$ cat src/rtl/bcd_updown_counter_mux.sv
// Multi-digit BCD up/down counter with a tick prescaler, synchronous load and
// a time-multiplexed active-low seven-segment display driver.
module bcd_updown_counter_mux #(
  parameter int unsigned CLK_FREQ     = 50000000,
  parameter int unsigned TICK_HZ      = 4,
  parameter int unsigned NUM_DIGITS   = 2,
  parameter int unsigned REFRESH_BITS = 18,
  parameter int unsigned BLANK_LZ     = 0
) (
  input  logic                    clk,
  input  logic                    rst_n,
  input  logic                    en,
  input  logic                    up_dn,
  input  logic                    load,
  input  logic [4*NUM_DIGITS-1:0] load_val,
  output logic [4*NUM_DIGITS-1:0] count,
  output logic [6:0]              seg,
  output logic [NUM_DIGITS-1:0]   an,
  output logic                    tick,
  output logic                    wrap
);

  localparam int unsigned DIV       = CLK_FREQ / TICK_HZ;
  localparam int unsigned PRE_W     = (DIV > 1) ? $clog2(DIV) : 1;
  localparam int unsigned SEL_W     = (NUM_DIGITS > 1) ? $clog2(NUM_DIGITS) : 1;
  localparam int unsigned SCAN_W    = REFRESH_BITS + ((NUM_DIGITS > 1) ? $clog2(NUM_DIGITS) : 0);
  localparam int unsigned SCAN_LAST = NUM_DIGITS * (1 << REFRESH_BITS) - 1;

  logic [PRE_W-1:0]                presc_q, presc_d;
  logic                            tick_q, tick_d;
  logic                            wrap_q, wrap_d;
  logic [NUM_DIGITS-1:0][3:0]      dig_q, dig_d;
  logic [SCAN_W-1:0]               scan_q, scan_d;
  logic                            carry;
  logic [SEL_W-1:0]                sel_c;
  logic                            zero_hi;
  logic                            blank;
  logic [3:0]                      disp_dig;

  function automatic logic [6:0] seg_enc(input logic [3:0] d);
    case (d)
      4'd0:    seg_enc = 7'b1000000;
      4'd1:    seg_enc = 7'b1111001;
      4'd2:    seg_enc = 7'b0100100;
      4'd3:    seg_enc = 7'b0110000;
      4'd4:    seg_enc = 7'b0011001;
      4'd5:    seg_enc = 7'b0010010;
      4'd6:    seg_enc = 7'b0000010;
      4'd7:    seg_enc = 7'b1111000;
      4'd8:    seg_enc = 7'b0000000;
      4'd9:    seg_enc = 7'b0010000;
      default: seg_enc = 7'b1111111;
    endcase
  endfunction

  // Prescaler: pulses tick in the cycle after the terminal value; held at 0 while paused.
  always_comb begin
    presc_d = '0;
    tick_d  = 1'b0;
    if (en) begin
      if (presc_q == PRE_W'(DIV - 1)) begin
        tick_d = 1'b1;
      end else begin
        presc_d = presc_q + PRE_W'(1);
      end
    end
  end

  // Digit update: load wins over a tick; carry/borrow ripples digit by digit.
  always_comb begin
    dig_d  = dig_q;
    wrap_d = 1'b0;
    carry  = 1'b0;
    if (load) begin
      for (int i = 0; i < int'(NUM_DIGITS); i++) begin
        dig_d[i] = (load_val[4*i +: 4] > 4'd9) ? 4'd9 : load_val[4*i +: 4];
      end
    end else if (tick_q && en) begin
      carry = 1'b1;
      for (int i = 0; i < int'(NUM_DIGITS); i++) begin
        if (carry) begin
          if (up_dn) begin
            if (dig_q[i] == 4'd9) begin
              dig_d[i] = 4'd0;
            end else begin
              dig_d[i] = dig_q[i] + 4'd1;
              carry    = 1'b0;
            end
          end else begin
            if (dig_q[i] == 4'd0) begin
              dig_d[i] = 4'd9;
            end else begin
              dig_d[i] = dig_q[i] - 4'd1;
              carry    = 1'b0;
            end
          end
        end
      end
      wrap_d = carry;
    end
  end

  // Scan counter restarts after the last digit slot so odd digit counts never idle.
  always_comb begin
    scan_d = (scan_q == SCAN_W'(SCAN_LAST)) ? '0 : scan_q + SCAN_W'(1);
  end

  assign sel_c = (NUM_DIGITS > 1) ? scan_q[SCAN_W-1 -: SEL_W] : '0;

  // Display mux; zero_hi tracks whether this digit and all above it are zero.
  always_comb begin
    an       = '1;
    zero_hi  = 1'b1;
    blank    = 1'b0;
    disp_dig = 4'd0;
    for (int i = int'(NUM_DIGITS) - 1; i >= 0; i--) begin
      zero_hi = zero_hi & (dig_q[i] == 4'd0);
      if (sel_c == SEL_W'(i)) begin
        an[i]    = 1'b0;
        disp_dig = dig_q[i];
        blank    = (BLANK_LZ != 0) && (i != 0) && zero_hi;
      end
    end
    seg = blank ? 7'b1111111 : seg_enc(disp_dig);
  end

  always_ff @(posedge clk or negedge rst_n) begin
    if (!rst_n) begin
      presc_q <= '0;
      tick_q  <= 1'b0;
      wrap_q  <= 1'b0;
      dig_q   <= '0;
      scan_q  <= '0;
    end else begin
      presc_q <= presc_d;
      tick_q  <= tick_d;
      wrap_q  <= wrap_d;
      dig_q   <= dig_d;
      scan_q  <= scan_d;
    end
  end

  assign count = dig_q;
  assign tick  = tick_q;
  assign wrap  = wrap_q;

endmodule

$ cat config.mk
export PLATFORM = sky130hd
export DESIGN_NAME = bcd_updown_counter_mux
export DESIGN_NICKNAME = d
export VERILOG_FILES = /design/src/rtl/bcd_updown_counter_mux.sv
export SDC_FILE = /design/constraint.sdc
export NUM_CORES = 1
export LEC_CHECK = 0
export ABC_AREA = 1
export CORE_AREA = 2 2 88 98
export CTS_CLUSTER_DIAMETER = 150
export DETAILED_ROUTE_END_ITERATION = 8
export DIE_AREA = 0 0 90 100
export RECOVER_POWER = 25
export SYNTH_ARGS = -nofsm -noshare
export SYNTH_HDL_FRONTEND = slang
export SYNTH_SLANG_ARGS = --single-unit
$ cat constraint.sdc
create_clock -name clk -period 2.25 [get_ports clk]
set_clock_uncertainty 0.15 [all_clocks]
set_input_delay 0.225 -clock clk [delete_from_list [all_inputs] [get_ports clk]]
set_output_delay 0.225 -clock clk [all_outputs]
set_load 0.01 [all_outputs]
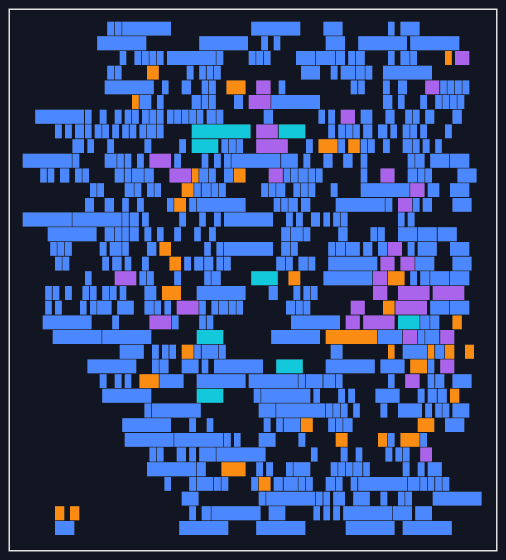
**Above:** cell sizes after repair.
- _3 and _4 cells: purple (cells 32)
- _6 and larger: cyan (cells 8)
- _0 and _1 cells: blue (cells 493)
- _2 cells: orange (cells 35)
count of plain and timing-repair buffers: 52
final setup margin: 0.08471 ns
Area Growth Syn to Fin: 20.80%
post-route cell area: 4229 µm²

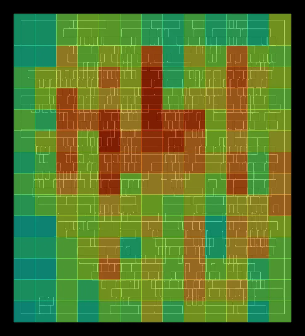
**Above:** congestion heat map.
met3 usage: 2.628%
Final Util: 51.92%
routed length per instance: 12.10 µm
grt peak-use layer: met2
GRT Util Overall: 19.60%

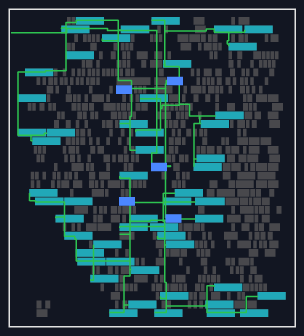
**Above:** clock network drawn from the DEF.
- flip-flops: cyan (count 53)
- clock wires: green (length 720 µm)
- clock drivers: blue (count 5)
- routed clock nets: 6
Clock group: 0.683 mW
clock power share: 31.9%
clk latency late pin: 0.30 ns

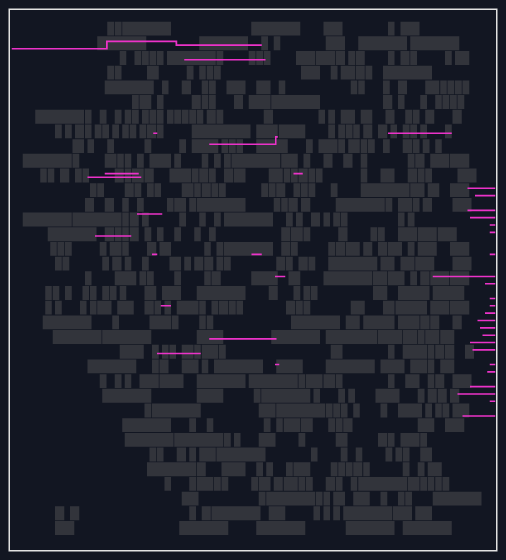
**Above:** M3 wires.
Cells faint in the background.
- share of all routed wire: 2.6%
- longest straight run: 17.5 µm
Post-Route WL: 8.214 mm
Vias: 3267

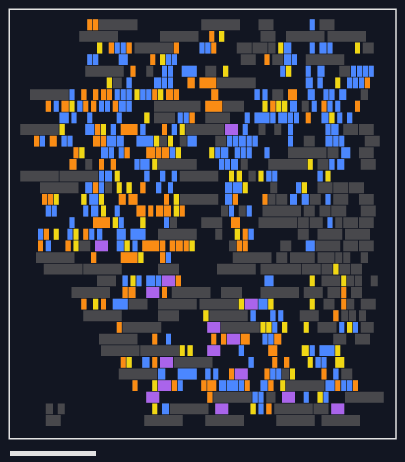
**Above:** selected gate families.
Scale bar: 20 µm.
- nand cells: blue (cells 201; most used nand2_1; where spread over the die)
- nor cells: orange (cells 112; most used nor2_1)
- inv cells: yellow (cells 78; most used inv_1; where spread over the die)
- xor and xnor cells: purple (cells 15; most used xor2_1; where south)
Commonest Layout Cell: nand2_1
logic share of the area: 44.94%
non-filler cells, final: 679

final cells by class:
class                           instances  area (µm²)
Tap cell                              111       138.9
Fill cell                             849        3916
Timing Repair Buffer                   52       445.4
Clock buffer                            6       82.58
Sequential cell                        53        1328
Multi-Input combinational cell        377        1901
Clock inverter                          2       37.54
Inverter                               78       296.5
worst max-delay path: cells and delay by family (launching register included):
kind            cells  cell delay (ns)
buf+inv             3             0.53
compound gates      4             0.48
flops               1             0.48
cells by family (layout without fill, tap and decap cells):
group | after synthesis | in the layout
buffers and inverters | 83 | 138
DFF | 53 | 53
xor gates and xnor gates | 15 | 15
AOI/OAI and AO/OA | 40 | 40
and+or+nand+nor | 315 | 315
adders and majority gates | 7 | 7
registers in the layout (all words and copies together) (netlist names):
signal	cells
presc_q	24
scan_q	19
count	8
tick	1
wrap	1
metal layers:
layer	vias to the layer above	part of all wire, %
met5	-	0
met4	0	1.4
met3	10	2.6
met2	49	51
met1	1503	45
li1	1705	-
worst min path at each step:
stage	from	end	slack (ns)	depth (start not counted)
global route	scan_q[0]	scan_q[0]	0.34	1
finish	scan_q[0]	scan_q[0]	0.33	1
CTS	rst_n	scan_q[4]	0.29	3
detailed placement	rst_n	scan_q[4]	0.1	2
global placement	rst_n	scan_q[1]	0.1	2
floorplan	rst_n	count[0]	-0.22	0
cells in the mapped netlist (2+ instances only):
cell,count
nor2_2,7
xor2_1,12
nor2_1,84
o21ai_0,19
nand3_1,32
nand3_2,5
o21ai_2,3
nand4_1,10
nor3_1,14
o21ai_1,2
dfrtp_1,53
nand2_1,146
inv_2,4
xnor2_1,3
and3_1,2
a21oi_1,10
nand2_2,5
ha_1,7
inv_1,72
buf_2,4
nor2_4,6
o21bai_1,3
what timing repair did:
| action | in CTS | in global routing |
|---|---|---|
| pin swaps | 0 | 5 |
| setup endpoints to repair | 7 | 7 |
| hold buffers | 1 | 0 |
| setup buffers | 1 | 2 |
| hold endpoints to repair | 53 | 0 |
| resized | 16 | 19 |
cells in the final DEF (no fill, tap or decap), drive strengths merged, types with 3 or more instances in the layout:
cell type      synthesis  final
clkdlybuf4s50          0     23
nand2                152    152
xor2                  12     12
inv                   76     76
buf                    5     20
clkbuf                 0     11
o21bai                 3      3
dfrtp                 53     53
nand4                 11     11
nand3                 37     37
nor3                  14     14
a21oi                 10     10
o21ai                 25     25
xnor2                  3      3
nor2                  97     97
ha                     7      7
power breakdown:
part | internal, mW | switching, mW | leakage, nW | total, mW
combinational | 0.205 | 0.262 | 1.32 | 0.467
clock | 0.362 | 0.321 | 0.0574 | 0.683
sequential | 0.975 | 0.0176 | 0.707 | 0.992
per-stage QoR:
| stage | cell area (µm²) | setup WS [ns] | setup TNS (ns) | hold WS [ns] |
|---|---|---|---|---|
| 6_report | 4229 | 0.08471 | 0 | 0.3283 |
| 5_1_grt | 4229 | -0.01965 | -0.02740 | 0.3421 |
| 4_1_cts | 4208 | 0.004966 | 0 | 0.2898 |
| 3_5_place_dp | 4058 | -0.09127 | -0.1577 | 0.09853 |
| 3_3_place_gp | 4058 | 0.01971 | 0 | 0.09617 |
| 2_1_floorplan | 3501 | 0.2702 | 0 | -0.2206 |
==> qor.yml <==
num_rows: 35
met1_usage_pct: 23.53
ys_warn_count: 0
drive_gt1_share_pct: 13.20
topCombFamilyByArea: "simple AND/OR/NAND/NOR gates"
r2r_slack_ns: 0.48
async_flop_share_pct: 100.0
ys_sh_adder_pct: 2.502
route.detailed.drc: 0
crit_end: "seg[4]"
edf_count: 0
ant_nets: 0
core_um2: 8145
endpoint_kind: "output port"
grt_pass1_vias: 3269
clk_pin_slew_worst_paths_ns: 0.10
diodes: 0
cts.sinks: 53
grt_max_degree: 54
place.gp.congestion: 0.8335
compound_area_share_pct: 6.719
cts_made_buffers: 5
syn-cell-area_um2: 3501
yosys_area_um2: 3501
ys_sh_mux_pct: 0
warnings: 30
synthFlopType: "dfrtp_1"
status: "finished, final reports clean"
via_per_inst: 4.811
Power and IR drop assume default switching activity.
